[config.mk]
export PLATFORM = sky130hd
export DESIGN_NAME = uart_word_streamer
export DESIGN_NICKNAME = d
export VERILOG_FILES = /design/src/rtl/timetag_uart_pkg.sv /design/src/rtl/uart_word_streamer_word_fifo.sv /design/src/rtl/uart_word_streamer.sv
export SDC_FILE = /design/constraint.sdc
export NUM_CORES = 1
export LEC_CHECK = 0
export CAP_MARGIN = 20
export CORE_MARGIN = 10
export CORE_UTILIZATION = 41
export DETAILED_ROUTE_END_ITERATION = 10
export SLEW_MARGIN = 25
export SYNTH_ARGS = -nofsm -noshare
export SYNTH_HDL_FRONTEND = slang
export SYNTH_SLANG_ARGS = --single-unit
[constraint.sdc]
create_clock -name clk -period 6.6 [get_ports clk]
set_input_delay 1.65 -clock clk [delete_from_list [all_inputs] [get_ports clk]]
set_output_delay 1.65 -clock clk [all_outputs]
set_load 0.02 [all_outputs]
[src/rtl/timetag_uart_pkg.sv]
// Shared definitions for the buffered timetag UART streamer.
package timetag_uart_pkg;

  typedef enum logic [2:0] {
    ST_IDLE,
    ST_LOAD,
    ST_HEADER,
    ST_SEND_BYTE,
    ST_WAIT_BYTE,
    ST_SHIFT,
    ST_DONE
  } state_e;

  localparam int unsigned FRAME_BITS          = 10;
  localparam logic [7:0]  HEADER_BYTE_DEFAULT = 8'hA5;

  // Width of an occupancy count that must reach DEPTH itself
  function automatic int unsigned level_width(input int unsigned depth);
    return $clog2(depth) + 1;
  endfunction

endpackage

[src/rtl/uart_word_streamer_word_fifo.sv]
// Synchronous word FIFO with occupancy count; storage is not reset.
module word_fifo
  import timetag_uart_pkg::*;
#(
  parameter int unsigned WIDTH = 48,
  parameter int unsigned DEPTH = 16
) (
  input  logic                          clk,
  input  logic                          reset_n,
  input  logic                          push,
  input  logic [WIDTH-1:0]              push_data,
  input  logic                          pop,
  output logic [WIDTH-1:0]              pop_data,
  output logic                          full,
  output logic                          empty,
  output logic [level_width(DEPTH)-1:0] level
);

  localparam int unsigned AW = $clog2(DEPTH);
  localparam int unsigned LW = level_width(DEPTH);

  logic [WIDTH-1:0] mem [DEPTH];
  logic [AW-1:0]    wr_ptr;
  logic [AW-1:0]    rd_ptr;
  logic             do_push;
  logic             do_pop;

  assign do_push  = push && !full;
  assign do_pop   = pop && !empty;
  assign full     = (level == LW'(DEPTH));
  assign empty    = (level == '0);
  assign pop_data = mem[rd_ptr];

  always_ff @(posedge clk) begin
    if (do_push) mem[wr_ptr] <= push_data;
  end

  always_ff @(posedge clk or negedge reset_n) begin
    if (!reset_n) begin
      wr_ptr <= '0;
      rd_ptr <= '0;
      level  <= '0;
    end else begin
      if (do_push) wr_ptr <= wr_ptr + AW'(1);
      if (do_pop)  rd_ptr <= rd_ptr + AW'(1);
      case ({do_push, do_pop})
        2'b10:   level <= level + LW'(1);
        2'b01:   level <= level - LW'(1);
        default: level <= level;
      endcase
    end
  end

endmodule

[src/rtl/uart_word_streamer.sv]
// Buffers timetag words and streams each as a sequence of 8N1 UART frames,
// optionally preceded by a header byte.
module uart_word_streamer
  import timetag_uart_pkg::*;
#(
  parameter int unsigned DATA_WIDTH_BYTES = 6,
  parameter int unsigned CLKS_PER_BIT     = 434,
  parameter int unsigned FIFO_DEPTH       = 16,
  parameter int unsigned MSB_FIRST        = 0,
  parameter int unsigned HEADER_EN        = 0,
  parameter logic [7:0]  HEADER_BYTE      = HEADER_BYTE_DEFAULT
) (
  input  logic                               clk,
  input  logic                               reset_n,
  input  logic [DATA_WIDTH_BYTES*8-1:0]      data_in,
  input  logic                               data_valid,
  output logic                               data_ready,
  output logic                               tx_out,
  output logic                               transmission_over,
  output logic                               busy,
  output logic [level_width(FIFO_DEPTH)-1:0] fifo_level,
  output logic                               overflow,
  input  logic                               overflow_clear
);

  localparam int unsigned WORD_W = DATA_WIDTH_BYTES * 8;
  localparam int unsigned BAUD_W = $clog2(CLKS_PER_BIT);
  localparam int unsigned CNT_W  = $clog2(DATA_WIDTH_BYTES + 1);
  localparam int unsigned BIT_W  = $clog2(FRAME_BITS);

  state_e                  state;
  logic [WORD_W-1:0]       word_sr;
  logic [CNT_W-1:0]        byte_cnt;
  logic                    hdr_gap;
  logic                    ser_busy;
  logic [FRAME_BITS-1:0]   frame_sr;
  logic [BAUD_W-1:0]       baud_cnt;
  logic [BIT_W-1:0]        bit_idx;
  logic                    fifo_full;
  logic                    fifo_empty;
  logic [WORD_W-1:0]       head_word;
  logic                    push_c;
  logic                    pop_c;
  logic                    ser_start_c;
  logic [7:0]              ser_byte_c;
  logic [WORD_W-1:0]       word_shift_c;

  function automatic logic [7:0] lead_byte(input logic [WORD_W-1:0] w);
    if (MSB_FIRST != 0) return w[WORD_W-1 -: 8];
    else                return w[7:0];
  endfunction

  word_fifo #(
    .WIDTH (WORD_W),
    .DEPTH (FIFO_DEPTH)
  ) u_fifo (
    .clk       (clk),
    .reset_n   (reset_n),
    .push      (push_c),
    .push_data (data_in),
    .pop       (pop_c),
    .pop_data  (head_word),
    .full      (fifo_full),
    .empty     (fifo_empty),
    .level     (fifo_level)
  );

  assign data_ready = !fifo_full;

  // Frame launches happen on the edge entering HEADER/SEND_BYTE so the start
  // bit is already on the line in that state.
  always_comb begin
    push_c       = data_valid && !fifo_full;
    pop_c        = (state == ST_LOAD);
    word_shift_c = (MSB_FIRST != 0) ? (word_sr << 8) : (word_sr >> 8);
    ser_start_c  = 1'b0;
    ser_byte_c   = lead_byte(word_sr);
    case (state)
      ST_LOAD: begin
        ser_start_c = 1'b1;
        ser_byte_c  = (HEADER_EN != 0) ? HEADER_BYTE : lead_byte(head_word);
      end
      ST_SHIFT: begin
        ser_start_c = 1'b1;
        ser_byte_c  = lead_byte(word_shift_c);
      end
      ST_HEADER: begin
        ser_start_c = hdr_gap;
      end
      default: ;
    endcase
  end

  always_ff @(posedge clk or negedge reset_n) begin
    if (!reset_n)                      overflow <= 1'b0;
    else if (data_valid && fifo_full)  overflow <= 1'b1;
    else if (overflow_clear)           overflow <= 1'b0;
  end

  // Bit serialiser: ser_busy drops on the cycle after the stop bit completes.
  always_ff @(posedge clk or negedge reset_n) begin
    if (!reset_n) begin
      tx_out   <= 1'b1;
      ser_busy <= 1'b0;
      frame_sr <= '1;
      baud_cnt <= '0;
      bit_idx  <= '0;
    end else if (ser_start_c) begin
      frame_sr <= {1'b1, ser_byte_c, 1'b0};
      tx_out   <= 1'b0;
      ser_busy <= 1'b1;
      baud_cnt <= '0;
      bit_idx  <= '0;
    end else if (ser_busy) begin
      if (baud_cnt == BAUD_W'(CLKS_PER_BIT - 1)) begin
        baud_cnt <= '0;
        if (bit_idx == BIT_W'(FRAME_BITS - 1)) begin
          ser_busy <= 1'b0;
          tx_out   <= 1'b1;
        end else begin
          bit_idx  <= bit_idx + BIT_W'(1);
          frame_sr <= {1'b1, frame_sr[FRAME_BITS-1:1]};
          tx_out   <= frame_sr[1];
        end
      end else begin
        baud_cnt <= baud_cnt + BAUD_W'(1);
      end
    end
  end

  // Word sequencer
  always_ff @(posedge clk or negedge reset_n) begin
    if (!reset_n) begin
      state             <= ST_IDLE;
      word_sr           <= '0;
      byte_cnt          <= '0;
      hdr_gap           <= 1'b0;
      transmission_over <= 1'b0;
      busy              <= 1'b0;
    end else begin
      transmission_over <= 1'b0;
      case (state)
        ST_IDLE: begin
          if (!fifo_empty) begin
            state <= ST_LOAD;
            busy  <= 1'b1;
          end
        end
        ST_LOAD: begin
          word_sr  <= head_word;
          byte_cnt <= CNT_W'(DATA_WIDTH_BYTES);
          state    <= (HEADER_EN != 0) ? ST_HEADER : ST_SEND_BYTE;
        end
        ST_HEADER: begin
          // one extra idle cycle keeps the inter-byte gap at two cycles
          if (hdr_gap) begin
            hdr_gap <= 1'b0;
            state   <= ST_SEND_BYTE;
          end else if (!ser_busy) begin
            hdr_gap <= 1'b1;
          end
        end
        ST_SEND_BYTE: state <= ST_WAIT_BYTE;
        ST_WAIT_BYTE: begin
          if (!ser_busy) begin
            if (byte_cnt == CNT_W'(1)) begin
              state             <= ST_DONE;
              transmission_over <= 1'b1;
            end else begin
              state <= ST_SHIFT;
            end
          end
        end
        ST_SHIFT: begin
          word_sr  <= word_shift_c;
          byte_cnt <= byte_cnt - CNT_W'(1);
          state    <= ST_SEND_BYTE;
        end
        ST_DONE: begin
          state <= ST_IDLE;
          busy  <= 1'b0;
        end
        default: state <= ST_IDLE;
      endcase
    end
  end

endmodule

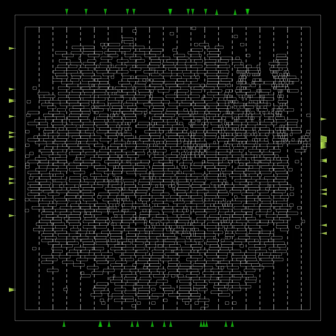
**Above:** placed standard cells.
final design utilization: 0.4755
tap cells: 1060
flip-flops: 862
number of cells in the finished layout apart from fillers: 2869

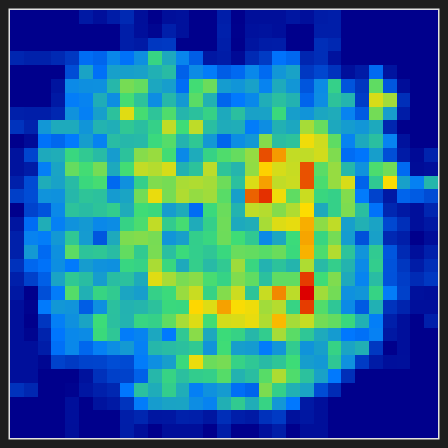
**Above:** wire density map.
31 x 31 tiles, from dark blue (low) to red (high), scaled to the fullest tile. Values are wire area over tile area, all layers added.
densest ninth of the die = centre
nearly empty tiles = 18%
tiles over half the peak = 19%
final routed wirelength across all metal layers: 76.44 mm
number of vias in the routed layout: 16310
WL per Instance: 26.64 um
GRT Resource Usage Total: 0.1633

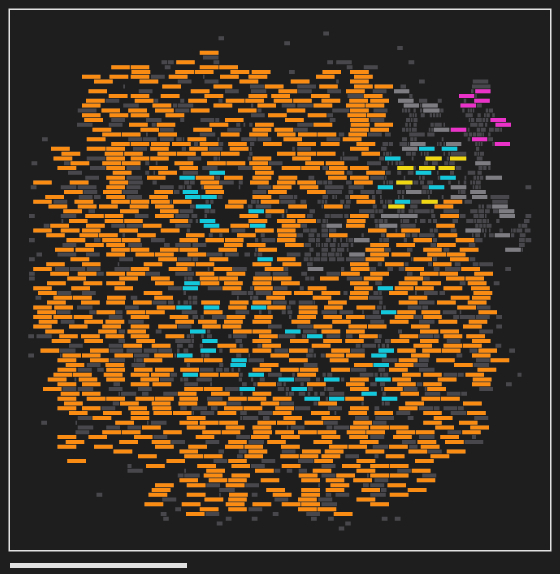
**Above:** register map, names as in the netlist.
The bar under the picture is 100 um long.
cyan -> word_sr  # placed flops 48
yellow -> frame_sr  # placed flops 8
orange -> u_fifo.mem  # placed flops 768, where spread over the die
magenta -> baud_cnt  # placed flops 9, where north-east
not coloured = 29
power dissipated in sequential cells: 7.16 mW
flip-flop and latch area: 25440 um^2
flop share of the area: 0.6632

==> worst max-delay path: stages <==
cell                              delay [ns]
sky130_fd_sc_hd__clkdlybuf4s50_1        0.48
sky130_fd_sc_hd__and2_1                 0.42
sky130_fd_sc_hd__nand2_1                0.32
sky130_fd_sc_hd__nor2_4                 0.85
sky130_fd_sc_hd__buf_4                  0.51
==> layer usage <==
metal / global-route usage / part of all wire / wire length [um]
met3: 0.02655 / 0.048 / 3707
met5: 0 / 0 / 0
met2: 0.2652 / 0.49 / 37470
met1: 0.2273 / 0.44 / 33620
met4: 0.04356 / 0.021 / 1639
==> state kept, by name (all words and copies together) (netlist names) <==
name	cells
baud_cnt	9
bit_idx	4
busy	1
byte_cnt	3
frame_sr	8
hdr_gap	1
overflow	1
ser_busy	1
state	3
transmission_over	1
tx_out	1
u_fifo.level	5
u_fifo.mem	768
u_fifo.rd_ptr	4
u_fifo.wr_ptr	4
word_sr	48
==> power by group through the flow <==
stage               clock (mW)  sequential [mW]  combinational [mW]
detailed placement           0             7.27                4.29
floorplan                    0             7.02                3.09
global placement             0             7.24                4.24
finish                    5.02             7.16                4.25
CTS                       5.13             7.16                4.30
global route              5.35             7.22                4.61
==> cell type report <==
| class | instances | area, um^2 |
|---|---|---|
| Timing Repair Buffer | 95 | 915.9 |
| Clock inverter | 41 | 526.8 |
| Inverter | 14 | 52.55 |
| Multi-Input combinational cell | 677 | 7706 |
| Fill cell | 6630 | 42320 |
| Antenna cell | 1 | 2.502 |
| Tap cell | 1060 | 1326 |
| Clock buffer | 119 | 2390 |
| Sequential cell | 862 | 25440 |
==> final timing paths <==
check                                  startpoint                           end  slack [ns]  cells after the start
min reg2reg                word_sr[2]$_DFFE_PN0N_        word_sr[2]$_DFFE_PN0N_        0.47                      2
max                                    data_valid  u_fifo.mem[13][15]$_DFFE_PP_        2.62                      5
min in group asynchronous                 reset_n          overflow$_DFFE_PN0P_        1.08                      1
min                        word_sr[2]$_DFFE_PN0N_        word_sr[2]$_DFFE_PN0N_        0.47                      2
max in group asynchronous                 reset_n       word_sr[37]$_DFFE_PN0N_        4.39                      2
max reg2reg                  state[2]$_DFFE_PN0P_   u_fifo.level[4]$_DFFE_PN0P_        3.05                     11
==> kinds of logic after synthesis <==
| kind of cell | Yosys count |
|---|---|
| AND-OR/OR-AND | 161 |
| XOR/XNOR | 19 |
| adder cells (fa/ha/maj) | 14 |
| buffers and inverters | 110 |
| flip-flops | 862 |
| multiplexers | 289 |
| AND/OR/NAND/NOR | 194 |
==> through the flow <==
step | hold slack [ns] | util | cells | power [mW]
2_1_floorplan | 0.4454 | - | 1649 | 10.11
3_3_place_gp | 0.4594 | 0.4386 | 2706 | 11.48
3_5_place_dp | 0.4632 | 0.4386 | 2706 | 11.56
4_1_cts | 0.4777 | 0.4747 | 2866 | 16.59
5_1_grt | 0.5000 | 0.4754 | 2868 | 17.18
6_report | 0.4734 | 0.4755 | 2869 | 16.43
==> out/summary.rpt <==
YOSYS
------------------------------------------------------------------------------------------------------
Syn Nets                                                                                          1715
Syn avg cell area                                                                           20.30 um^2
Portion of the post-synthesis area used by sequential elements                                  0.7596
Synthesis warning total                                                                              0
Count of state elements after synthesis                                                            862
Cell accounting for the most synthesized area                                             sky130_fd_sc_hd__edfxtp_1
Async set-or-reset flop fraction in the synthesized netlist                                     0.1090
Post-synth mux share                                                                            0.1531
Instance tally after logic synthesis                                                              1649
Netlist Area Pre-Place                                                                      33470 um^2
Yosys aoi share                                                                                0.03364
Post-synthesis cell count from yosys                                                              1649
Post-Synth Simple-Gate Area                                                                    0.02938
Count of distinct cell types in the synthesized netlist                                             49
Top logic family                                                                          multiplexers
Top-count cell post-synth                                                                 sky130_fd_sc_hd__edfxtp_1

CLOCK TREE
------------------------------------------------------------------------------------------------------
Clock transition at the register clock pins on the worst setup and hold paths after CTS        0.06 ns
Number of hold buffers added after CTS                                                               0
Buffer levels on the longest clock path                                                              3
CTS root buffer                                                                           sky130_fd_sc_hd__clkbuf_16

POWER AND IR DROP
------------------------------------------------------------------------------------------------------
Combinational share of power                                                                     0.259
Power density relative to cell area                                                       428.4 nW/um^2
Switching power as a share of total power                                                       0.2943
Pleak                                                                                         12.66 nW
Int Power                                                                                     11.60 mW

TIMING
------------------------------------------------------------------------------------------------------
Transition time of the tightest slew-check pin                                                1.032 ns
Number of hold violations in the final report                                                        0
Worst path setup slack after routing                                                          2.617 ns
Max transition margin                                                                           0.3088
Clock Skews                                                                                 0.02491 ns

LAYOUT
------------------------------------------------------------------------------------------------------
Area added between synthesis and finish                                                         14.59%
Most common cell after layout, fill and taps aside                                        sky130_fd_sc_hd__edfxtp_1
Top cells excl fill/tap                                                                   sky130_fd_sc_hd__edfxtp_1, sky130_fd_sc_hd__mux4_2, sky130_fd_sc_hd__clkbuf_16
Post-route design area                                                                      38360 um^2

CRITICAL PATH
------------------------------------------------------------------------------------------------------
Arrival time reported for the critical path endpoint                                           4.25 ns
Critical setup path kind                                                                  input port to flop
CP Launch Type                                                                              input port
Critical Path End Type                                                                            flop
Worst Path Required                                                                            6.87 ns

PLACED DESIGN
------------------------------------------------------------------------------------------------------
Buffers added on ports                                                                              61
Detailed placement HPWL                                                                       43.61 mm
Placement Cell Area                                                                         35380 um^2

FLOORPLANNING
------------------------------------------------------------------------------------------------------
Fp_density                                                                                      0.4149
Total die size                                                                              93470 um^2
Number of placement rows                                                                           104
Io pins                                                                                             62

HOLD PATH
------------------------------------------------------------------------------------------------------
Worst hold-check path type                                                                flop to flop

ROUTE
------------------------------------------------------------------------------------------------------
Number of search-and-repair iterations in the first detailed-routing pass                            5

RUN STATUS
------------------------------------------------------------------------------------------------------
Run status                                                                                finished, final reports clean

GRT
------------------------------------------------------------------------------------------------------
Number of antenna violations at the first check in global routing                                    0

Power and IR drop assume default switching activity.
